## config.mk

```make
export PLATFORM = sky130hd
export DESIGN_NAME = bus_drvr_fifo_pair_flat
export DESIGN_NICKNAME = d
export VERILOG_FILES = /design/src/rtl/bus_drvr_fifo_pair_if.sv /design/src/rtl/bus_drvr_fifo_pair.sv /design/src/flat_wrapper.sv
export SDC_FILE = /design/constraint.sdc
export NUM_CORES = 2
export LEC_CHECK = 0
export CORE_ASPECT_RATIO = 1.2
export CORE_MARGIN = 2
export CORE_UTILIZATION = 53
export CTS_BUF_LIST = sky130_fd_sc_hd__clkbuf_16
export DETAILED_ROUTE_END_ITERATION = 6
export PLACE_DENSITY_LB_ADDON = 0.1
export SYNTH_ARGS = -nofsm -noshare
export SYNTH_HDL_FRONTEND = slang
export SYNTH_SLANG_ARGS = --single-unit
```

## constraint.sdc

```tcl
create_clock -name clk -period 26.4 [get_ports clk]
set_input_delay 2.64 -clock clk [delete_from_list [all_inputs] [get_ports clk]]
set_output_delay 2.64 -clock clk [all_outputs]
set_load 0.005 [all_outputs]
```

## src/rtl/bus_drvr_fifo_pair_if.sv

```systemverilog
// Driver-side bundle between the bus arbiter, the device and the TX/RX FIFO pair.
// The slave modport is the FIFO pair itself; master is the arbiter/device side.
interface bus_drvr_fifo_pair_if #(
  parameter int bits  = 256,
  parameter int depth = 8
);
  localparam int CW = $clog2(depth) + 1;

  // arbiter side
  logic            pndng;
  logic            pop;
  logic [bits-1:0] D_pop;
  logic            push;
  logic [bits-1:0] D_push;

  // device side
  logic            dev_push;
  logic [bits-1:0] dev_D_push;
  logic            dev_full;
  logic            dev_pop;
  logic [bits-1:0] dev_D_pop;
  logic            dev_pndng;

  // status and error reporting
  logic [CW-1:0]   tx_count;
  logic [CW-1:0]   rx_count;
  logic            err_clr;
  logic            tx_ovf;
  logic            tx_unf;
  logic            rx_ovf;
  logic            rx_unf;
  logic [7:0]      rx_drop_cnt;

  modport master (
    output pop, push, D_push, dev_push, dev_D_push, dev_pop, err_clr,
    input  pndng, D_pop, dev_full, dev_D_pop, dev_pndng,
    input  tx_count, rx_count, tx_ovf, tx_unf, rx_ovf, rx_unf, rx_drop_cnt
  );

  modport slave (
    input  pop, push, D_push, dev_push, dev_D_push, dev_pop, err_clr,
    output pndng, D_pop, dev_full, dev_D_pop, dev_pndng,
    output tx_count, rx_count, tx_ovf, tx_unf, rx_ovf, rx_unf, rx_drop_cnt
  );
endinterface

```

## src/rtl/bus_drvr_fifo_pair.sv

```systemverilog
// Bus driver FIFO pair: TX path (device -> arbiter) and RX path (arbiter -> device).
// Both FIFOs are first-word-fall-through; the head is shown combinationally and
// forced to zero while empty. The two paths share only clk, reset and err_clr.
module bus_drvr_fifo_pair #(
  parameter int bits  = 256,
  parameter int depth = 8
) (
  input  logic                 clk,
  input  logic                 reset,
  bus_drvr_fifo_pair_if.slave  bus
);
  localparam int AW = $clog2(depth);
  localparam int CW = AW + 1;
  localparam logic [CW-1:0] FULL_CNT = CW'(depth);

  // TX path state
  logic [bits-1:0] tx_mem_q [depth];
  logic [bits-1:0] tx_mem_d [depth];
  logic [AW-1:0]   tx_wptr_q, tx_wptr_d;
  logic [AW-1:0]   tx_rptr_q, tx_rptr_d;
  logic [CW-1:0]   tx_cnt_q, tx_cnt_d;
  logic            tx_ovf_q, tx_ovf_d;
  logic            tx_unf_q, tx_unf_d;
  logic            tx_wr_ok, tx_rd_ok;

  // RX path state
  logic [bits-1:0] rx_mem_q [depth];
  logic [bits-1:0] rx_mem_d [depth];
  logic [AW-1:0]   rx_wptr_q, rx_wptr_d;
  logic [AW-1:0]   rx_rptr_q, rx_rptr_d;
  logic [CW-1:0]   rx_cnt_q, rx_cnt_d;
  logic            rx_ovf_q, rx_ovf_d;
  logic            rx_unf_q, rx_unf_d;
  logic [7:0]      rx_drop_q, rx_drop_d;
  logic [7:0]      rx_drop_base;
  logic            rx_wr_ok, rx_rd_ok;

  // TX next state: a pop frees a slot in the same cycle, so write-while-full
  // is accepted when it coincides with a pop.
  always_comb begin
    tx_rd_ok  = bus.pop && (tx_cnt_q != '0);
    tx_wr_ok  = bus.dev_push && ((tx_cnt_q != FULL_CNT) || tx_rd_ok);
    tx_mem_d  = tx_mem_q;
    tx_wptr_d = tx_wptr_q;
    tx_rptr_d = tx_rptr_q;
    tx_cnt_d  = tx_cnt_q;
    if (tx_wr_ok) begin
      tx_mem_d[tx_wptr_q] = bus.dev_D_push;
      tx_wptr_d           = tx_wptr_q + 1'b1;
    end
    if (tx_rd_ok) begin
      tx_rptr_d = tx_rptr_q + 1'b1;
    end
    case ({tx_wr_ok, tx_rd_ok})
      2'b10:   tx_cnt_d = tx_cnt_q + 1'b1;
      2'b01:   tx_cnt_d = tx_cnt_q - 1'b1;
      default: tx_cnt_d = tx_cnt_q;
    endcase
    tx_ovf_d = bus.err_clr ? 1'b0 : tx_ovf_q;
    tx_unf_d = bus.err_clr ? 1'b0 : tx_unf_q;
    if (bus.dev_push && !tx_wr_ok) begin
      tx_ovf_d = 1'b1;
    end
    if (bus.pop && (tx_cnt_q == '0)) begin
      tx_unf_d = 1'b1;
    end
  end

  // RX next state: same rules as TX, plus a saturating drop counter whose
  // clear loses to a drop in the same cycle.
  always_comb begin
    rx_rd_ok  = bus.dev_pop && (rx_cnt_q != '0);
    rx_wr_ok  = bus.push && ((rx_cnt_q != FULL_CNT) || rx_rd_ok);
    rx_mem_d  = rx_mem_q;
    rx_wptr_d = rx_wptr_q;
    rx_rptr_d = rx_rptr_q;
    rx_cnt_d  = rx_cnt_q;
    if (rx_wr_ok) begin
      rx_mem_d[rx_wptr_q] = bus.D_push;
      rx_wptr_d           = rx_wptr_q + 1'b1;
    end
    if (rx_rd_ok) begin
      rx_rptr_d = rx_rptr_q + 1'b1;
    end
    case ({rx_wr_ok, rx_rd_ok})
      2'b10:   rx_cnt_d = rx_cnt_q + 1'b1;
      2'b01:   rx_cnt_d = rx_cnt_q - 1'b1;
      default: rx_cnt_d = rx_cnt_q;
    endcase
    rx_ovf_d     = bus.err_clr ? 1'b0 : rx_ovf_q;
    rx_unf_d     = bus.err_clr ? 1'b0 : rx_unf_q;
    rx_drop_base = bus.err_clr ? 8'd0 : rx_drop_q;
    rx_drop_d    = rx_drop_base;
    if (bus.push && !rx_wr_ok) begin
      rx_ovf_d  = 1'b1;
      rx_drop_d = (rx_drop_base == 8'hFF) ? 8'hFF : rx_drop_base + 8'd1;
    end
    if (bus.dev_pop && (rx_cnt_q == '0)) begin
      rx_unf_d = 1'b1;
    end
  end

  // Control state: pointers, occupancy and error flags; reset wins over everything.
  always_ff @(posedge clk) begin
    if (reset) begin
      tx_wptr_q <= '0;
      tx_rptr_q <= '0;
      tx_cnt_q  <= '0;
      tx_ovf_q  <= 1'b0;
      tx_unf_q  <= 1'b0;
      rx_wptr_q <= '0;
      rx_rptr_q <= '0;
      rx_cnt_q  <= '0;
      rx_ovf_q  <= 1'b0;
      rx_unf_q  <= 1'b0;
      rx_drop_q <= '0;
    end else begin
      tx_wptr_q <= tx_wptr_d;
      tx_rptr_q <= tx_rptr_d;
      tx_cnt_q  <= tx_cnt_d;
      tx_ovf_q  <= tx_ovf_d;
      tx_unf_q  <= tx_unf_d;
      rx_wptr_q <= rx_wptr_d;
      rx_rptr_q <= rx_rptr_d;
      rx_cnt_q  <= rx_cnt_d;
      rx_ovf_q  <= rx_ovf_d;
      rx_unf_q  <= rx_unf_d;
      rx_drop_q <= rx_drop_d;
    end
  end

  // Packet storage is left out of reset; stale entries are masked by the counts.
  always_ff @(posedge clk) begin
    tx_mem_q <= tx_mem_d;
    rx_mem_q <= rx_mem_d;
  end

  // Head and status outputs: FWFT heads read straight from storage, zero when empty.
  always_comb begin
    bus.pndng       = (tx_cnt_q != '0);
    bus.D_pop       = (tx_cnt_q != '0) ? tx_mem_q[tx_rptr_q] : '0;
    bus.dev_full    = (tx_cnt_q == FULL_CNT);
    bus.dev_pndng   = (rx_cnt_q != '0);
    bus.dev_D_pop   = (rx_cnt_q != '0) ? rx_mem_q[rx_rptr_q] : '0;
    bus.tx_count    = tx_cnt_q;
    bus.rx_count    = rx_cnt_q;
    bus.tx_ovf      = tx_ovf_q;
    bus.tx_unf      = tx_unf_q;
    bus.rx_ovf      = rx_ovf_q;
    bus.rx_unf      = rx_unf_q;
    bus.rx_drop_cnt = rx_drop_q;
  end
endmodule

```

## src/flat_wrapper.sv

```systemverilog
// flat-port wrapper written by rule: the top's interface ports become plain ports
module bus_drvr_fifo_pair_flat 
#(
  parameter int bits  = 256,
  parameter int depth = 8
)
  (clk, reset, bus_pop, bus_push, bus_D_push, bus_dev_push, bus_dev_D_push, bus_dev_pop, bus_err_clr, bus_pndng, bus_D_pop, bus_dev_full, bus_dev_D_pop, bus_dev_pndng, bus_tx_count, bus_rx_count, bus_tx_ovf, bus_tx_unf, bus_rx_ovf, bus_rx_unf, bus_rx_drop_cnt);
  bus_drvr_fifo_pair_if #(.bits(bits), .depth(depth)) bus_i ();
  input  logic clk;
  input  logic reset;
  input wire logic [$bits(bus_i.pop)-1:0] bus_pop;
  input wire logic [$bits(bus_i.push)-1:0] bus_push;
  input wire logic [$bits(bus_i.D_push)-1:0] bus_D_push;
  input wire logic [$bits(bus_i.dev_push)-1:0] bus_dev_push;
  input wire logic [$bits(bus_i.dev_D_push)-1:0] bus_dev_D_push;
  input wire logic [$bits(bus_i.dev_pop)-1:0] bus_dev_pop;
  input wire logic [$bits(bus_i.err_clr)-1:0] bus_err_clr;
  output wire logic [$bits(bus_i.pndng)-1:0] bus_pndng;
  output wire logic [$bits(bus_i.D_pop)-1:0] bus_D_pop;
  output wire logic [$bits(bus_i.dev_full)-1:0] bus_dev_full;
  output wire logic [$bits(bus_i.dev_D_pop)-1:0] bus_dev_D_pop;
  output wire logic [$bits(bus_i.dev_pndng)-1:0] bus_dev_pndng;
  output wire logic [$bits(bus_i.tx_count)-1:0] bus_tx_count;
  output wire logic [$bits(bus_i.rx_count)-1:0] bus_rx_count;
  output wire logic [$bits(bus_i.tx_ovf)-1:0] bus_tx_ovf;
  output wire logic [$bits(bus_i.tx_unf)-1:0] bus_tx_unf;
  output wire logic [$bits(bus_i.rx_ovf)-1:0] bus_rx_ovf;
  output wire logic [$bits(bus_i.rx_unf)-1:0] bus_rx_unf;
  output wire logic [$bits(bus_i.rx_drop_cnt)-1:0] bus_rx_drop_cnt;
  assign bus_i.pop = bus_pop;
  assign bus_i.push = bus_push;
  assign bus_i.D_push = bus_D_push;
  assign bus_i.dev_push = bus_dev_push;
  assign bus_i.dev_D_push = bus_dev_D_push;
  assign bus_i.dev_pop = bus_dev_pop;
  assign bus_i.err_clr = bus_err_clr;
  assign bus_pndng = bus_i.pndng;
  assign bus_D_pop = bus_i.D_pop;
  assign bus_dev_full = bus_i.dev_full;
  assign bus_dev_D_pop = bus_i.dev_D_pop;
  assign bus_dev_pndng = bus_i.dev_pndng;
  assign bus_tx_count = bus_i.tx_count;
  assign bus_rx_count = bus_i.rx_count;
  assign bus_tx_ovf = bus_i.tx_ovf;
  assign bus_tx_unf = bus_i.tx_unf;
  assign bus_rx_ovf = bus_i.rx_ovf;
  assign bus_rx_unf = bus_i.rx_unf;
  assign bus_rx_drop_cnt = bus_i.rx_drop_cnt;
  bus_drvr_fifo_pair #(.bits(bits), .depth(depth)) u_core (.clk(clk), .reset(reset), .bus(bus_i));
endmodule
```

Figure 1. Placement view.
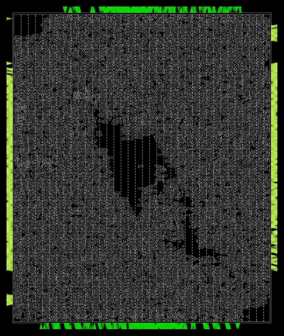
Layout Utilization: 0.628
Tap Cells: 3,850
count of filler cells inserted in the layout: 19,900

==> out/qor_table.md <==
| Result | Value |
|:---|:---|
| Portion of the clock cycle consumed by the worst path in the final layout | 0.367 |
| Clock network area share | 0.0688 |
| Clk Tree Root Cell | sky130_fd_sc_hd__clkbuf_16 |
| Antenna Nets Post-Route | 0 |
| Most common cell after layout, fill and taps aside | sky130_fd_sc_hd__edfxtp_1 |
| Insertion delay at the late pin of the worst-skew pair | 0.90 ns |
| # hold bufs at CTS | 0 |
| Fin crit period | 9.70 ns |
| Clock Skews | 0.0538 ns |
| Number of non-clock inverters | 6 |
| Total clock network power | 0.00552 W |
| Hold path start | u_core.bus.rx_ovf |
| Core Box Area | 294,000 µm² |
| Final std cells w/o fill | 12,100 |
| Cell type with the highest occurrence count on the critical path | sky130_fd_sc_hd__buf_4 |
| Slowest stage cell on the critical path | sky130_fd_sc_hd__buf_4 |
| Static leakage | 56.3 nW |
| Number of inserted diodes | 53 |
| TritonCTS buffer count | 404 |
| Combined area of the multi-input logic cells | 31,400 µm² |
| Series of cell instances along the critical path | buf_12, buf_4, buf_4, buf_4, mux4_2, mux2i_1, nor2_1, clkdlybuf4s50_1 |
| Vias in the first global route | 74,200 |
| Top area contributor share | 0.786 |
| Internal cell power | 0.0127 W |
| Type of the worst min-delay path | flop to flop |
| CTS sink cnt | 4,128 |
| Design area | 184,000 µm² |
| Count of warning messages emitted by the tools | 83 |
| Fmax | 103 MHz |
| Wire length of the first global-routing pass | 531,000 µm |
| Maximum root-to-sink buffer count | 4 |
| Most instantiated cells after synthesis | sky130_fd_sc_hd__edfxtp_1, sky130_fd_sc_hd__mux4_2, sky130_fd_sc_hd__nor2_1 |
| Family with the most delay on the worst path | buffers and inverters |
| Result of the run | completed |
| Number of antenna violations at the first check in global routing | 163 |
| Power share of the sequential group | 0.437 |
| Maximum number of pins on one net before global-route repair | 164 |
| Count of buffers added by post-CTS timing repair for setup | 0 |
| # Cells Yosys | 6,702 |
| Met1 track demand over resource | 0.333 |
| Kind of critical path | flop to primary output |
| Switching component of the power | 0.00461 W |
| Commonest register cell after synthesis | sky130_fd_sc_hd__edfxtp_1 |
| Worst setup path start | u_core.tx_rptr_q[1] |
| Share of total power in the clock network | 0.320 |
| Highest ir drop seen on vdd | 0.199 mV |
| DP Area | 172,000 µm² |
| Number of distinct library cells after synthesis | 47 |
| Tally of clock buffers in the finished layout | 415 |
| Total Routing Usage GR | 0.245 |
| Total half-perimeter wirelength after legalization and detailed placement | 214,000 µm |
| CP startpoint kind | flop |
| CP endpoint kind | primary output |
| Synthesized Nets | 7,232 |
| Chip Area | 300,000 µm² |
| Relative slew margins | 0.208 |
| Total number of placement rows | 218 |
| Share of the yosys chip area belonging to registers | 0.790 |
| Fraction of standard cell area that is sequential | 0.671 |
| Worst Tran Pin Value | 1.19 ns |
| Wire length per cell | 30.5 µm |
| Start of the worst register-to-register path | u_core.bus.rx_count[1] |
| Seq Cell Count | 4,128 |
| Post-synthesis sequential element count | 4,128 |
| Non-CTS buffers | 1,175 |
| Routability congestion estimate from global placement | 0.779 |
| NonClk Buf Share | 0.0635 |
| Top area cell types | sky130_fd_sc_hd__edfxtp_1, sky130_fd_sc_hd__mux4_2, sky130_fd_sc_hd__mux2i_1 |
| CP max FO | 163 |
| Worst path required time | 23.76 ns |
| Met2 usage in global routing | 0.380 |
| Fin worst setup slack | 16.70 ns |
| Post-synth ARST share | 0 |
| Share of final-layout standard cells stronger than drive strength 1 | 0.209 |
| Number of combinational gates with multiple inputs | 2,213 |
| TritonCTS clock tree | built |
| Number of max-cap violations | 0 |
| Global-route congestion overflow total | 0 |
| Cell group occupying the most layout area | registers |
| Synth Area per Inst | 23.4 µm² |
| Mapped cell area | 157,000 µm² |
| Depth of the CTS H-tree | 5 |
| Comb area share | 0.170 |
| Synth-to-Final Area Change | 17.8% |
| Total of cells resized after clock tree synthesis | 0 |
| Register Area | 124,000 µm² |
| Detailed router's first-iteration violation count | 6,771 |
| Setup violation total in the final timing report | 0 |
| Pins over their slew limit | 0 |
| Comb power | 0.00420 W |
| Post-route DRC | 0 |
| Cell type with the largest total area after synthesis | sky130_fd_sc_hd__edfxtp_1 |
| Number of placed instances with taps included | 11,400 |
| Most numerous cell in the Yosys netlist | sky130_fd_sc_hd__edfxtp_1 |
| Gate count after technology mapping | 6,702 |
| Die Width | 500 µm |
| Flip-flops with a built-in enable | 4,096 |
| Arrival time at the worst endpoint | 7.06 ns |
| Pwr dens | 93.6 nW/µm² |
| Post-Route Setup TNS | 0 ns |
| Design Power | 0.0173 W |
| Layer carrying the most global-route usage | met2 |
| DP Worst Slack | 17.61 ns |
| Count of endpoints failing hold in the final timing report | 0 |
| Fraction of power consumed by combinational cells | 0.243 |
| Highest-power group | sequential cells |
| Setup repair after global routing missed its margin | false |
| Initial Util | 0.533 |
| Yosys synthesis chip area | 157,000 µm² |
| Ports | 1,054 |
| Sw Share | 0.267 |
| Top logic cells by instance count in the layout | sky130_fd_sc_hd__edfxtp_1, sky130_fd_sc_hd__clkdlybuf4s50_1, sky130_fd_sc_hd__mux4_2 |
| WP buf/inv | 5 |
| Pre-Repair DR Iteration Count | 5 |
| Via-per-instance ratio | 5.96 |
| Delay of the slowest cell on the worst path | 0.94 ns |
| Number of nets in the layout | 8,458 |
| Count of buffers inserted at the top-level ports | 1,053 |
| Height of the die | 599 µm |
| Min Hold Slack | 0.490 ns |
| Reg clk slew, reported paths | 0.06 ns |
| Power of the sequential group | 0.00754 W |
| Yosys synthesis warning count | 0 |
Figure 2. Metal 3.
Scale: 1 px per µm.
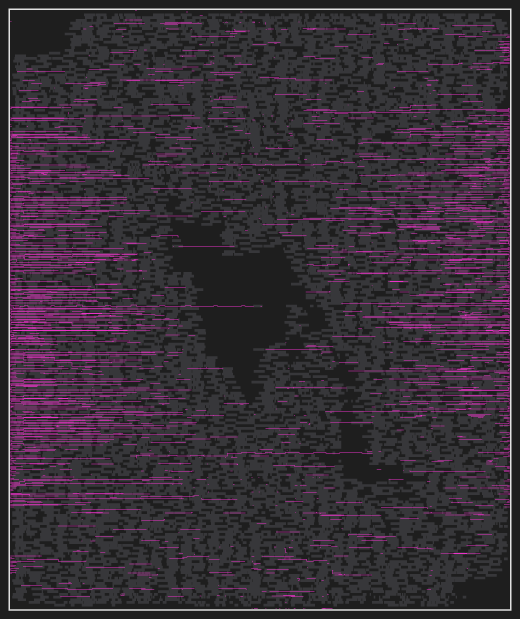
The wires run mostly horizontal. The layer holds 9.2% of the routed length. The layer carries 34.1 mm of wire.
final routed wirelength across all metal layers: 371,000 µm
via count: 72,400
fraction of met3 tracks used by global routing: 0.0810

[per-layer routing]
layer  vias to the layer above  share of wire
li1                      30600              -
met3                       655          0.092
met1                     38600           0.40
met4                       136          0.029
met2                      2391           0.48
met5                         -         0.0024
[logic make-up after synthesis]
family          count (synthesis)  share of synthesized area
compound gates                 32                    0.00130
simple gates                  608                     0.0157
xor+xnor                       16                   0.000895
fa+ha+maj                      11                   0.000879
flops                        4128                      0.790
buf+inv                       361                     0.0104
mux                          1546                      0.181
[final timing paths]
check | to | slack, ns | cells after the start
setup reg to reg | u_core.rx_mem_q[1173] | 21.17 | 7
setup / recovery | bus_D_pop[140] | 16.70 | 8
hold reg to reg | u_core.bus.rx_ovf | 0.49 | 2
hold / removal | u_core.bus.rx_ovf | 0.49 | 2
No activity file was given, so power comes from the tool's default toggle rates.
